$ cat config.mk
export PLATFORM = sky130hd
export DESIGN_NAME = alu_pipe_flat
export DESIGN_NICKNAME = d
export VERILOG_FILES = /design/src/rtl/alu_pkg.sv /design/src/rtl/alu_pipe_if.sv /design/src/rtl/alu_core.sv /design/src/rtl/alu_pipe.sv /design/src/flat_wrapper.sv
export SDC_FILE = /design/constraint.sdc
export NUM_CORES = 1
export LEC_CHECK = 0
export ABC_AREA = 1
export CAP_MARGIN = 20
export CORE_MARGIN = 2
export CORE_UTILIZATION = 37
export DETAILED_ROUTE_END_ITERATION = 16
export GPL_TIMING_DRIVEN = 0
export PLACE_DENSITY_LB_ADDON = 0.05
export SLEW_MARGIN = 20
export SYNTH_ARGS = -nofsm -noshare
export SYNTH_HDL_FRONTEND = slang
export SYNTH_SLANG_ARGS = --single-unit
$ cat constraint.sdc
create_clock -name clk -period 3.9 [get_ports clk]
set_input_delay 0.585 -clock clk [delete_from_list [all_inputs] [get_ports clk]]
set_output_delay 0.585 -clock clk [all_outputs]
set_load 0.03 [all_outputs]
$ cat src/rtl/alu_pkg.sv
// alu_pkg: shared types for the pipelined ALU.
//   alu_op_t : 3-bit operation select (ADD, SUB, AND, OR, XOR, SLT, SLL, SRL)
//   flags_t  : per-result status {zero, neg, carry, ovf}
package alu_pkg;

  typedef enum logic [2:0] {
    OP_ADD = 3'd0,
    OP_SUB = 3'd1,
    OP_AND = 3'd2,
    OP_OR  = 3'd3,
    OP_XOR = 3'd4,
    OP_SLT = 3'd5,
    OP_SLL = 3'd6,
    OP_SRL = 3'd7
  } alu_op_t;

  typedef struct packed {
    logic zero;
    logic neg;
    logic carry;
    logic ovf;
  } flags_t;

  // SLT is evaluated on the subtracting adder, so it shares SUB's operand inversion.
  function automatic logic is_sub_op(alu_op_t op);
    return (op == OP_SUB) || (op == OP_SLT);
  endfunction

endpackage

$ cat src/rtl/alu_pipe_if.sv
// alu_pipe_if: operand/result bus of the pipelined ALU.
//   slave  : the ALU side (accepts operand beats, produces result beats)
//   master : the producer/consumer side
// Handshake: a beat moves across a valid/ready pair on a rising clk edge
// exactly when valid and ready are both high. A producer holding valid high
// keeps its payload stable until the transfer. ready may depend
// combinationally on the downstream ready; valid never depends on ready.
interface alu_pipe_if
  import alu_pkg::*;
#(
  parameter int WIDTH = 32
) ();

  logic             in_valid;
  logic             in_ready;
  logic [WIDTH-1:0] a;
  logic [WIDTH-1:0] b;
  alu_op_t          op;
  logic             out_valid;
  logic             out_ready;
  logic [WIDTH-1:0] y;
  logic             zero;
  logic             neg;
  logic             carry;
  logic             ovf;
  logic             clr_sticky;
  logic             sticky_ovf;
  logic             sticky_cy;

  modport slave (
    input  in_valid, a, b, op, out_ready, clr_sticky,
    output in_ready, out_valid, y, zero, neg, carry, ovf, sticky_ovf, sticky_cy
  );

  modport master (
    output in_valid, a, b, op, out_ready, clr_sticky,
    input  in_ready, out_valid, y, zero, neg, carry, ovf, sticky_ovf, sticky_cy
  );

endinterface

$ cat src/rtl/alu_core.sv
// alu_core: purely combinational ALU datapath.
//   a, b  : operands (WIDTH bits)
//   op    : alu_op_t
//   y     : result
//   flags : {zero, neg, carry, ovf} of this result
// One WIDTH+1-bit adder serves ADD, SUB and SLT; shifts use b[SHAMT_W-1:0].
module alu_core
  import alu_pkg::*;
#(
  parameter int WIDTH = 32
) (
  input  logic [WIDTH-1:0] a,
  input  logic [WIDTH-1:0] b,
  input  alu_op_t          op,
  output logic [WIDTH-1:0] y,
  output flags_t           flags
);

  localparam int SHAMT_W = $clog2(WIDTH);
  localparam int MSB     = WIDTH - 1;

  logic               sub;
  logic [WIDTH-1:0]   b_eff;
  logic [WIDTH-1:0]   sum;
  logic               cout;
  logic               ovf_add;
  logic               ovf_sub;
  logic [SHAMT_W-1:0] shamt;

  assign sub   = is_sub_op(op);
  assign b_eff = sub ? ~b : b;
  // For SUB, cout=1 means no borrow (a >= b unsigned).
  assign {cout, sum} = {1'b0, a} + {1'b0, b_eff} + {{WIDTH{1'b0}}, sub};

  assign ovf_add = (a[MSB] == b[MSB]) && (sum[MSB] != a[MSB]);
  assign ovf_sub = (a[MSB] != b[MSB]) && (sum[MSB] != a[MSB]);
  assign shamt   = b[SHAMT_W-1:0];

  always_comb begin
    y           = '0;
    flags.carry = 1'b0;
    flags.ovf   = 1'b0;
    case (op)
      OP_ADD: begin
        y           = sum;
        flags.carry = cout;
        flags.ovf   = ovf_add;
      end
      OP_SUB: begin
        y           = sum;
        flags.carry = cout;
        flags.ovf   = ovf_sub;
      end
      OP_AND: y = a & b;
      OP_OR:  y = a | b;
      OP_XOR: y = a ^ b;
      OP_SLT: begin
        // Signed less-than: the difference's sign, corrected when it overflowed.
        y           = {{(WIDTH-1){1'b0}}, sum[MSB] ^ ovf_sub};
        flags.carry = cout;
        flags.ovf   = ovf_sub;
      end
      OP_SLL: y = a << shamt;
      OP_SRL: y = a >> shamt;
      default: y = '0;
    endcase
    flags.zero = (y == '0);
    flags.neg  = y[MSB];
  end

endmodule

$ cat src/rtl/alu_pipe.sv
// alu_pipe: two-stage pipelined ALU with valid/ready flow control and sticky
// overflow/carry status.
//   clk   : rising-edge clock
//   rst_n : asynchronous active-low reset (discards in-flight beats)
//   bus   : alu_pipe_if.slave -- operand beat in (in_valid/in_ready, a, b, op),
//           result beat out (out_valid/out_ready, y, zero, neg, carry, ovf),
//           clr_sticky in, sticky_ovf/sticky_cy out
// Stage 1 holds the operands; alu_core sits between stage 1 and stage 2;
// stage 2 holds the result and its flags until the consumer takes them.
module alu_pipe
  import alu_pkg::*;
#(
  parameter int WIDTH = 32
) (
  input logic       clk,
  input logic       rst_n,
  alu_pipe_if.slave bus
);

  logic             s1_valid;
  logic [WIDTH-1:0] s1_a;
  logic [WIDTH-1:0] s1_b;
  alu_op_t          s1_op;

  logic [WIDTH-1:0] core_y;
  flags_t           core_flags;

  logic             out_valid_q;
  logic [WIDTH-1:0] y_q;
  flags_t           flags_q;
  logic             sticky_ovf_q;
  logic             sticky_cy_q;

  logic             s2_adv;
  logic             s1_adv;
  logic             xfer;

  // Each stage may load whenever it is empty or its content leaves this cycle,
  // which gives full throughput and stops cleanly under backpressure.
  assign s2_adv = !out_valid_q || bus.out_ready;
  assign s1_adv = !s1_valid || s2_adv;
  assign xfer   = out_valid_q && bus.out_ready;

  assign bus.in_ready = s1_adv;

  // Stage 1: operand registers.
  always_ff @(posedge clk or negedge rst_n) begin
    if (!rst_n) begin
      s1_valid <= 1'b0;
    end else if (s1_adv) begin
      s1_valid <= bus.in_valid;
    end
  end

  // Operand data is qualified by s1_valid, so it needs no reset.
  always_ff @(posedge clk) begin
    if (bus.in_valid && s1_adv) begin
      s1_a  <= bus.a;
      s1_b  <= bus.b;
      s1_op <= bus.op;
    end
  end

  alu_core #(.WIDTH(WIDTH)) u_core (
    .a     (s1_a),
    .b     (s1_b),
    .op    (s1_op),
    .y     (core_y),
    .flags (core_flags)
  );

  // Stage 2: result registers. Reset because they drive the outputs directly.
  always_ff @(posedge clk or negedge rst_n) begin
    if (!rst_n) begin
      out_valid_q <= 1'b0;
      y_q         <= '0;
      flags_q     <= '0;
    end else if (s2_adv) begin
      out_valid_q <= s1_valid;
      if (s1_valid) begin
        y_q     <= core_y;
        flags_q <= core_flags;
      end
    end
  end

  // Sticky status. A clear discards the old value but still records a
  // transfer happening in the same cycle.
  always_ff @(posedge clk or negedge rst_n) begin
    if (!rst_n) begin
      sticky_ovf_q <= 1'b0;
      sticky_cy_q  <= 1'b0;
    end else if (bus.clr_sticky) begin
      sticky_ovf_q <= xfer && flags_q.ovf;
      sticky_cy_q  <= xfer && flags_q.carry;
    end else if (xfer) begin
      sticky_ovf_q <= sticky_ovf_q | flags_q.ovf;
      sticky_cy_q  <= sticky_cy_q  | flags_q.carry;
    end
  end

  assign bus.out_valid  = out_valid_q;
  assign bus.y          = y_q;
  assign bus.zero       = flags_q.zero;
  assign bus.neg        = flags_q.neg;
  assign bus.carry      = flags_q.carry;
  assign bus.ovf        = flags_q.ovf;
  assign bus.sticky_ovf = sticky_ovf_q;
  assign bus.sticky_cy  = sticky_cy_q;

endmodule

$ cat src/flat_wrapper.sv
// flat-port wrapper written by rule: the top's interface ports become plain ports
module alu_pipe_flat import alu_pkg::*;
#(
  parameter int WIDTH = 32
)
  (clk, rst_n, bus_in_valid, bus_a, bus_b, bus_op, bus_out_ready, bus_clr_sticky, bus_in_ready, bus_out_valid, bus_y, bus_zero, bus_neg, bus_carry, bus_ovf, bus_sticky_ovf, bus_sticky_cy);
  alu_pipe_if #(.WIDTH(WIDTH)) bus_i ();
  input logic clk;
  input logic rst_n;
  input wire logic [$bits(bus_i.in_valid)-1:0] bus_in_valid;
  input wire logic [$bits(bus_i.a)-1:0] bus_a;
  input wire logic [$bits(bus_i.b)-1:0] bus_b;
  input wire logic [$bits(bus_i.op)-1:0] bus_op;
  input wire logic [$bits(bus_i.out_ready)-1:0] bus_out_ready;
  input wire logic [$bits(bus_i.clr_sticky)-1:0] bus_clr_sticky;
  output wire logic [$bits(bus_i.in_ready)-1:0] bus_in_ready;
  output wire logic [$bits(bus_i.out_valid)-1:0] bus_out_valid;
  output wire logic [$bits(bus_i.y)-1:0] bus_y;
  output wire logic [$bits(bus_i.zero)-1:0] bus_zero;
  output wire logic [$bits(bus_i.neg)-1:0] bus_neg;
  output wire logic [$bits(bus_i.carry)-1:0] bus_carry;
  output wire logic [$bits(bus_i.ovf)-1:0] bus_ovf;
  output wire logic [$bits(bus_i.sticky_ovf)-1:0] bus_sticky_ovf;
  output wire logic [$bits(bus_i.sticky_cy)-1:0] bus_sticky_cy;
  assign bus_i.in_valid = bus_in_valid;
  assign bus_i.a = bus_a;
  assign bus_i.b = bus_b;
  assign bus_i.op = bus_op;
  assign bus_i.out_ready = bus_out_ready;
  assign bus_i.clr_sticky = bus_clr_sticky;
  assign bus_in_ready = bus_i.in_ready;
  assign bus_out_valid = bus_i.out_valid;
  assign bus_y = bus_i.y;
  assign bus_zero = bus_i.zero;
  assign bus_neg = bus_i.neg;
  assign bus_carry = bus_i.carry;
  assign bus_ovf = bus_i.ovf;
  assign bus_sticky_ovf = bus_i.sticky_ovf;
  assign bus_sticky_cy = bus_i.sticky_cy;
  alu_pipe #(.WIDTH(WIDTH)) u_core (.clk(clk), .rst_n(rst_n), .bus(bus_i));
endmodule
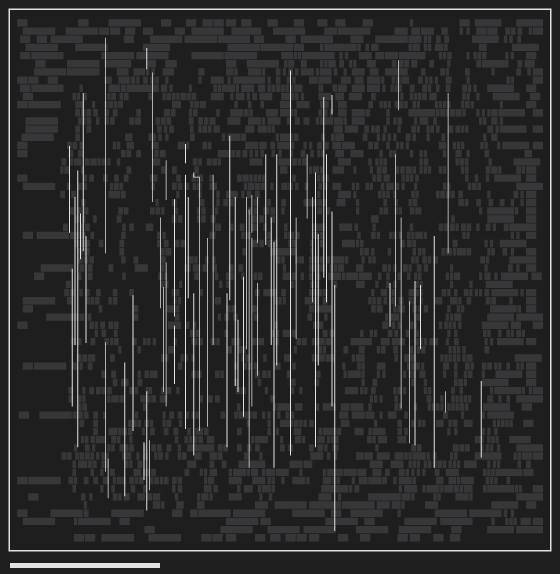
m4.png
The bar under the picture is 50 um long. Cells faint in the background.
longest straight run: 128 um
share of all routed wire: 5.4%
nets with wire on the layer: 57
wire length on this layer: 2970 um

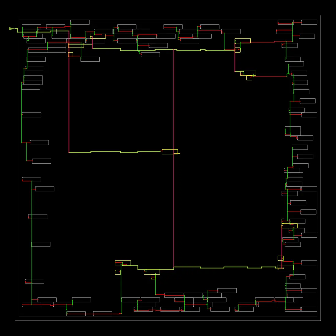
clock_nets.png
total CTS buffers: 9
Power Clock: 0.895 mW
count of clock buffers in the final design: 9
clk latency late pin: 390 ps
clk_skew: 10.6 ps

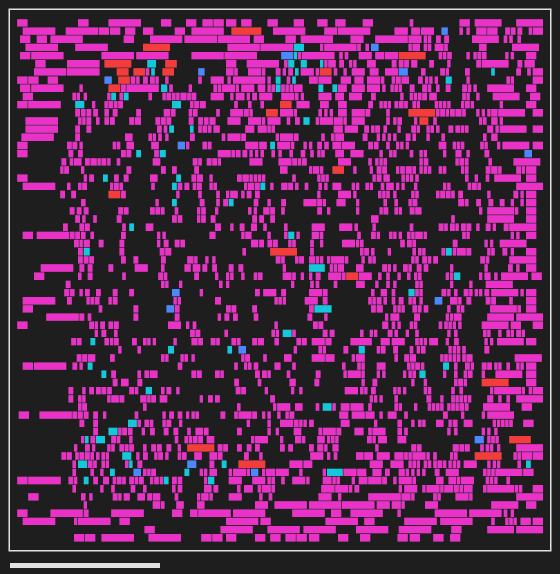
sizing.png
The bar under the picture is 50 um long.
[cyan] x2 | cells: 66 | share: 3.5%
[magenta] x1 and smaller | cells: 1766 | share: 94%
[red] x6 and larger | cells: 24 | share: 1.3%
[blue] x3 and x4 | cells: 16 | share: 0.85%

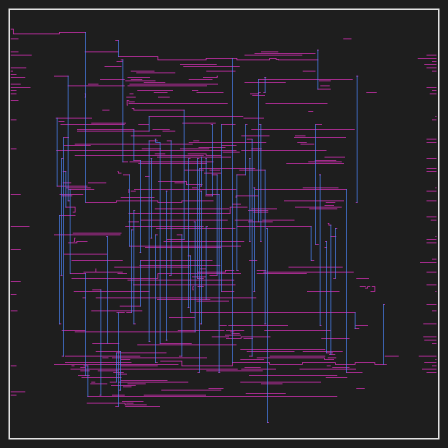
layers.png
Only two layers are drawn.
[blue] M4 | wire length: 2970 um
[magenta] M3 | wire length: 4650 um

==> deck_impl_summary.md <==
Synthesis and Place & Route Summary

Critical path
  – Critical-path maximum fanout: 10
  – CP Launch Type: flop
  – Worst Setup EP: u_core.bus.zero
  – CP Capture Type: flop
  – R2r endpoint: u_core.bus.zero
  – Kind of critical path: reg2reg
  – Crit path cell chain: buf_4, buf_2, buf_4, xor2_2, fa_1, inv_1, nand3_1, nand3_1, nand2_1, nand2_1, nand2_1, nand2_1, nand2_1, nand3_1, nand2_1, nand2_1, nand2_1, nor2_1, nand3_1, nor2_1, nand4_1, nand2_1
  – CP arrival: 4020 ps

Floorplanning
  – Die Area: 32300 um^2
  – Rows: 64
  – Core Density at Floorplan: 0.375
  – Ports: 112

Final layout
  – Commonest non-fill, non-tap cell in the layout: nand2_1
  – Fillers: 3360
  – Non-clk bufs: 191
  – #MultiIn Comb: 1357
  – Clock buf/inv share: 0.0209
  – Fraction of area in registers: 0.223
  – Buffering overhead: 0.119

Clocking
  – Clk sinks: 106
  – Root Buffer: clkbuf_16
  – Clock transition at path regs: 80 ps
  – Total number of H-tree levels: 3
  – Post-CTS sizing: 2

Logic synthesis
  – Yosys warning tally: 0
  – Synth Net Count: 1914
  – Area fraction in xor and xnor cells: 0.0314
  – Synth flops: 106
  – Post-synth top area cell: edfxtp_1
  – Async S/R FF share, synth: 0.368
  – YS chip area: 11400 um^2

Worst hold path
  – Worst hold path class: in2async

Routing
  – Mean number of vias per cell: 5.74
  – Iteration-0 DRC Markers: 1414

Job
  – Max-Cap Viols: 0
  – Total tool warning count: 59

Power and ir drop
  – Top power group: combinational logic
  – Sw Ratio: 0.468

Place
  – Dpl hpwl: 46300 um

Run status
  – Status: finished, final reports clean

Final timing
  – Final WS setup: 201 ps
  – Final setup fails: 0

Global routing
  – Met3 GRT Util: 0.0604
No activity file was given, so power comes from the tool's default toggle rates.
